$ cat src/rtl/fir_requant_fifo_pkg.sv
// Shared constants, sample type and rounding/saturation helpers for the requant stage.
package fir_requant_fifo_pkg;

   localparam int SAT_CNT_W = 16;
   localparam int SAMPLE_W  = 16;

   typedef logic signed [SAMPLE_W-1:0] sample_t;

   // Half-LSB rounding offset for an arithmetic shift; zero shift means no rounding.
   function automatic logic [63:0] sat_shift_rnd(input int shift);
      if (shift == 0) begin
         return 64'd0;
      end else begin
         return 64'd1 << (shift - 1);
      end
   endfunction

   function automatic logic [63:0] sat_shift_max(input int m);
      return (64'd1 << (m - 1)) - 64'd1;
   endfunction

endpackage

$ cat src/rtl/fir_requant_fifo_if.sv
// Valid/ready sample stream from the requant FIFO to its consumer.
interface fir_requant_fifo_if #(
   parameter int M = 16
);
   logic signed [M-1:0] out_data;
   logic                out_valid;
   logic                out_ready;

   modport master (output out_data, output out_valid, input out_ready);
   modport slave  (input out_data, input out_valid, output out_ready);
endinterface

$ cat src/rtl/fir_requant_fifo_sync_fifo.sv
// Single-clock circular FIFO with combinational head read; a push on full is
// accepted only when a pop frees the slot in the same cycle.
module sync_fifo #(
   parameter int WIDTH = 16,
   parameter int DEPTH = 8
) (
   input  logic                     i_clk,
   input  logic                     i_rst,
   input  logic                     i_push,
   input  logic                     i_pop,
   input  logic [WIDTH-1:0]         i_din,
   output logic [WIDTH-1:0]         o_dout,
   output logic [$clog2(DEPTH):0]   o_count,
   output logic                     o_full,
   output logic                     o_empty
);
   localparam int AW = $clog2(DEPTH);
   localparam int CW = AW + 1;

   logic [WIDTH-1:0] r_mem [DEPTH];
   logic [AW-1:0]    r_wr_ptr;
   logic [AW-1:0]    r_rd_ptr;
   logic [CW-1:0]    r_count;
   logic             w_do_push;
   logic             w_do_pop;

   assign o_empty   = (r_count == CW'(0));
   assign o_full    = (r_count == CW'(DEPTH));
   assign w_do_pop  = i_pop & ~o_empty;
   assign w_do_push = i_push & (~o_full | w_do_pop);
   assign o_dout    = r_mem[r_rd_ptr];
   assign o_count   = r_count;

   always_ff @(posedge i_clk) begin
      if (i_rst) begin
         r_wr_ptr <= '0;
         r_rd_ptr <= '0;
         r_count  <= '0;
         for (int i = 0; i < DEPTH; i++) begin
            r_mem[i] <= '0;
         end
      end else begin
         if (w_do_push) begin
            r_mem[r_wr_ptr] <= i_din;
            r_wr_ptr        <= r_wr_ptr + AW'(1);
         end
         if (w_do_pop) begin
            r_rd_ptr <= r_rd_ptr + AW'(1);
         end
         case ({w_do_push, w_do_pop})
            2'b10:   r_count <= r_count + CW'(1);
            2'b01:   r_count <= r_count - CW'(1);
            default: r_count <= r_count;
         endcase
      end
   end

endmodule

$ cat src/rtl/fir_requant_fifo.sv
// Strobe-timed capture of fir_n output, round-half-up shift, saturation and FIFO buffering.
// Optional saturation event counter: define FIR_REQUANT_SATCNT_EN.
module fir_requant_fifo
   import fir_requant_fifo_pkg::*;
#(
   parameter int N     = 32,
   parameter int M     = 16,
   parameter int SHIFT = 10,
   parameter int DEPTH = 8
) (
   input  logic                    i_clk,
   input  logic                    i_rst,
   input  logic                    i_ena,
   input  logic                    i_clk_d,
   input  logic signed [N-1:0]     i_y_in,
   fir_requant_fifo_if.master      o_stream,
   output logic [$clog2(DEPTH):0]  o_fifo_count,
   output logic                    o_overflow
`ifdef FIR_REQUANT_SATCNT_EN
   ,output logic [SAT_CNT_W-1:0]   o_sat_count
`endif
);
   localparam int CW = $clog2(DEPTH) + 1;
   localparam int W1 = N + 1;
   localparam logic signed [N:0] RND  = W1'(sat_shift_rnd(SHIFT));
   localparam logic signed [N:0] MAXV = W1'(sat_shift_max(M));
   localparam logic signed [N:0] MINV = ~MAXV;

   logic                r_clk_d_q;
   logic                r_cap_v;
   logic                r_rq_v;
   logic                r_overflow;
   logic signed [N-1:0] r_cap;
   logic signed [M-1:0] r_rq;

   logic                w_strobe;
   logic signed [N:0]   w_t;
   logic signed [N:0]   w_r;
   logic signed [M-1:0] w_rq;
   logic                w_sat;
   logic                w_pop;
   logic                w_full;
   logic                w_empty;
   logic [CW-1:0]       w_count;
   logic [M-1:0]        w_dout;

   assign w_strobe = i_clk_d & ~r_clk_d_q & i_ena;
   // One extra bit keeps the rounding add from wrapping at the top of the range.
   assign w_t      = $signed({r_cap[N-1], r_cap}) + RND;
   assign w_r      = w_t >>> SHIFT;

   always_comb begin
      w_rq  = w_r[M-1:0];
      w_sat = 1'b0;
      if (w_r > MAXV) begin
         w_rq  = MAXV[M-1:0];
         w_sat = 1'b1;
      end else if (w_r < MINV) begin
         w_rq  = MINV[M-1:0];
         w_sat = 1'b1;
      end else begin
         w_rq  = w_r[M-1:0];
         w_sat = 1'b0;
      end
   end

   always_ff @(posedge i_clk) begin
      if (i_rst) begin
         r_clk_d_q  <= 1'b0;
         r_cap_v    <= 1'b0;
         r_rq_v     <= 1'b0;
         r_cap      <= '0;
         r_rq       <= '0;
         r_overflow <= 1'b0;
      end else begin
         r_clk_d_q <= i_clk_d;
         r_cap_v   <= w_strobe;
         r_rq_v    <= r_cap_v;
         if (w_strobe) begin
            r_cap <= i_y_in;
         end
         if (r_cap_v) begin
            r_rq <= w_rq;
         end
         if (r_rq_v & w_full & ~w_pop) begin
            r_overflow <= 1'b1;
         end
      end
   end

`ifdef FIR_REQUANT_SATCNT_EN
   logic [SAT_CNT_W-1:0] r_sat_count;

   always_ff @(posedge i_clk) begin
      if (i_rst) begin
         r_sat_count <= '0;
      end else if (r_cap_v & w_sat & (r_sat_count != {SAT_CNT_W{1'b1}})) begin
         r_sat_count <= r_sat_count + SAT_CNT_W'(1);
      end
   end

   assign o_sat_count = r_sat_count;
`endif

   sync_fifo #(
      .WIDTH (M),
      .DEPTH (DEPTH)
   ) u_fifo (
      .i_clk   (i_clk),
      .i_rst   (i_rst),
      .i_push  (r_rq_v),
      .i_pop   (w_pop),
      .i_din   (r_rq),
      .o_dout  (w_dout),
      .o_count (w_count),
      .o_full  (w_full),
      .o_empty (w_empty)
   );

   assign w_pop              = o_stream.out_valid & o_stream.out_ready;
   assign o_stream.out_valid = ~w_empty;
   assign o_stream.out_data  = $signed(w_dout);
   assign o_fifo_count       = w_count;
   assign o_overflow         = r_overflow;

endmodule

$ cat src/flat_wrapper.sv
// flat-port wrapper written by rule: the top's interface ports become plain ports
module fir_requant_fifo_flat import fir_requant_fifo_pkg::*;
#(
   parameter int N     = 32,
   parameter int M     = 16,
   parameter int SHIFT = 10,
   parameter int DEPTH = 8
)
  (i_clk, i_rst, i_ena, i_clk_d, i_y_in, o_fifo_count, o_overflow, o_stream_out_data, o_stream_out_valid, o_stream_out_ready);
  fir_requant_fifo_if #(.M(M)) o_stream_i ();
  input  logic i_clk;
  input  logic i_rst;
  input  logic i_ena;
  input  logic i_clk_d;
  input  logic signed [N-1:0] i_y_in;
  output logic [$clog2(DEPTH):0] o_fifo_count;
  output logic o_overflow;
  output wire logic [$bits(o_stream_i.out_data)-1:0] o_stream_out_data;
  output wire logic [$bits(o_stream_i.out_valid)-1:0] o_stream_out_valid;
  input wire logic [$bits(o_stream_i.out_ready)-1:0] o_stream_out_ready;
  assign o_stream_out_data = o_stream_i.out_data;
  assign o_stream_out_valid = o_stream_i.out_valid;
  assign o_stream_i.out_ready = o_stream_out_ready;
  fir_requant_fifo #(.N(N), .M(M), .SHIFT(SHIFT), .DEPTH(DEPTH)) u_core (.i_clk(i_clk), .i_rst(i_rst), .i_ena(i_ena), .i_clk_d(i_clk_d), .i_y_in(i_y_in), .o_stream(o_stream_i), .o_fifo_count(o_fifo_count), .o_overflow(o_overflow));
endmodule
$ cat config.mk
export PLATFORM = sky130hd
export DESIGN_NAME = fir_requant_fifo_flat
export DESIGN_NICKNAME = d
export VERILOG_FILES = /design/src/rtl/fir_requant_fifo_pkg.sv /design/src/rtl/fir_requant_fifo_if.sv /design/src/rtl/fir_requant_fifo_sync_fifo.sv /design/src/rtl/fir_requant_fifo.sv /design/src/flat_wrapper.sv
export SDC_FILE = /design/constraint.sdc
export NUM_CORES = 1
export LEC_CHECK = 0
export CORE_ASPECT_RATIO = 1.75
export CORE_MARGIN = 3
export CORE_UTILIZATION = 50
export DETAILED_ROUTE_END_ITERATION = 8
export GPL_TIMING_DRIVEN = 1
export MAX_ROUTING_LAYER = met4
export PLACE_DENSITY = 0.72
export SLEW_MARGIN = 30
export SYNTH_ARGS = -nofsm -noshare
export SYNTH_HDL_FRONTEND = slang
export SYNTH_SLANG_ARGS = --single-unit
$ cat constraint.sdc
create_clock -name i_clk -period 4.6 [get_ports i_clk]
set_clock_uncertainty 0.2 [all_clocks]
set_input_delay 1.38 -clock i_clk [delete_from_list [all_inputs] [get_ports i_clk]]
set_output_delay 1.38 -clock i_clk [all_outputs]
set_load 0.03 [all_outputs]
==> impl_metrics.ini <==
; flow metrics
[status]
status = finished, final reports clean

[setup_path]
cp-start-kind = flop
crit_buf_inv = 2
slowest_stage = clkdlybuf4s50_1
cp.required_ns = 3.02
cp_slowest_stage_delay_ns = 0.59
crit_fanout = 18
crit_path_end_kind = output port
rr_endpoint = u_core.r_rq[5]$_SDFFE_PP0P_
path_cells = buf_4, mux4_2, mux2_2, clkdlybuf4s50_1

[synthesis]
ys_top_cells_by_area = edfxtp_1, dfxtp_1, and2_1, mux4_2, nand2_1
synth_cells = 667
top_logic_kind = simple AND/OR/NAND/NOR gates
synthesis.nets = 711
yosys_cells = 667
synth-edff-count = 128
simple_gate_share_pct = 19.8
ys_sh_xor_pct = 2.29

[clock_network]
hold_buffers = 0
cts_resized = 0

[cells_and_area]
seq_cells = 184
num-multi-input-gates = 441
inverters = 9
top_regs = u_core.u_fifo.r_mem x128, u_core.r_cap x23, u_core.r_rq x16
mi_logic_area_um2 = 3270
layout.nonclk_buf_share_pct = 6.06

[global_routing]
grt_pass1_vias = 5369
grt_busiest_layer = met2

[floorplanning]
core_um2 = 16400
num_rows = 62

[sta]
setup_viol = 0
finalSetupTns_ns = 0
slew_headroom_pct = 44.1

[route]
wl_met3_um = 762
wl_met1_um = 6220

[power_and_ir_drop]
clock_power_share_pct = 40.1

[flow_run]
warnings = 35
M3 wires:
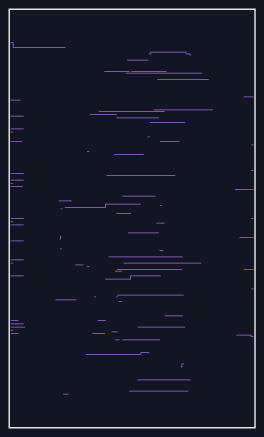
wire length on this layer = 763 um
nets with wire on the layer = 61
longest straight run = 32.7 um

Wiring heat map:
The die is cut into 21 by 35 equal tiles; black is low, pale yellow is high, scaled to the fullest tile. Values are wire area over tile area, all layers added.
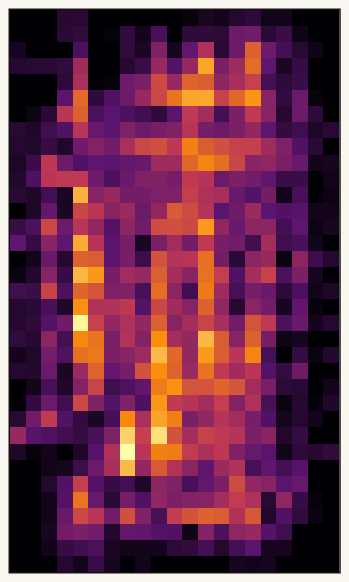
tiles over half the peak = 17%
densest ninth of the die = center
nearly empty tiles = 14%
mean over tiles = 0.15
fullest tile = 0.53
WL final: 17400 um
vias after detailed routing: 5112
average routed wire per standard cell: 18.3 um
total global-route track usage: 20.1%

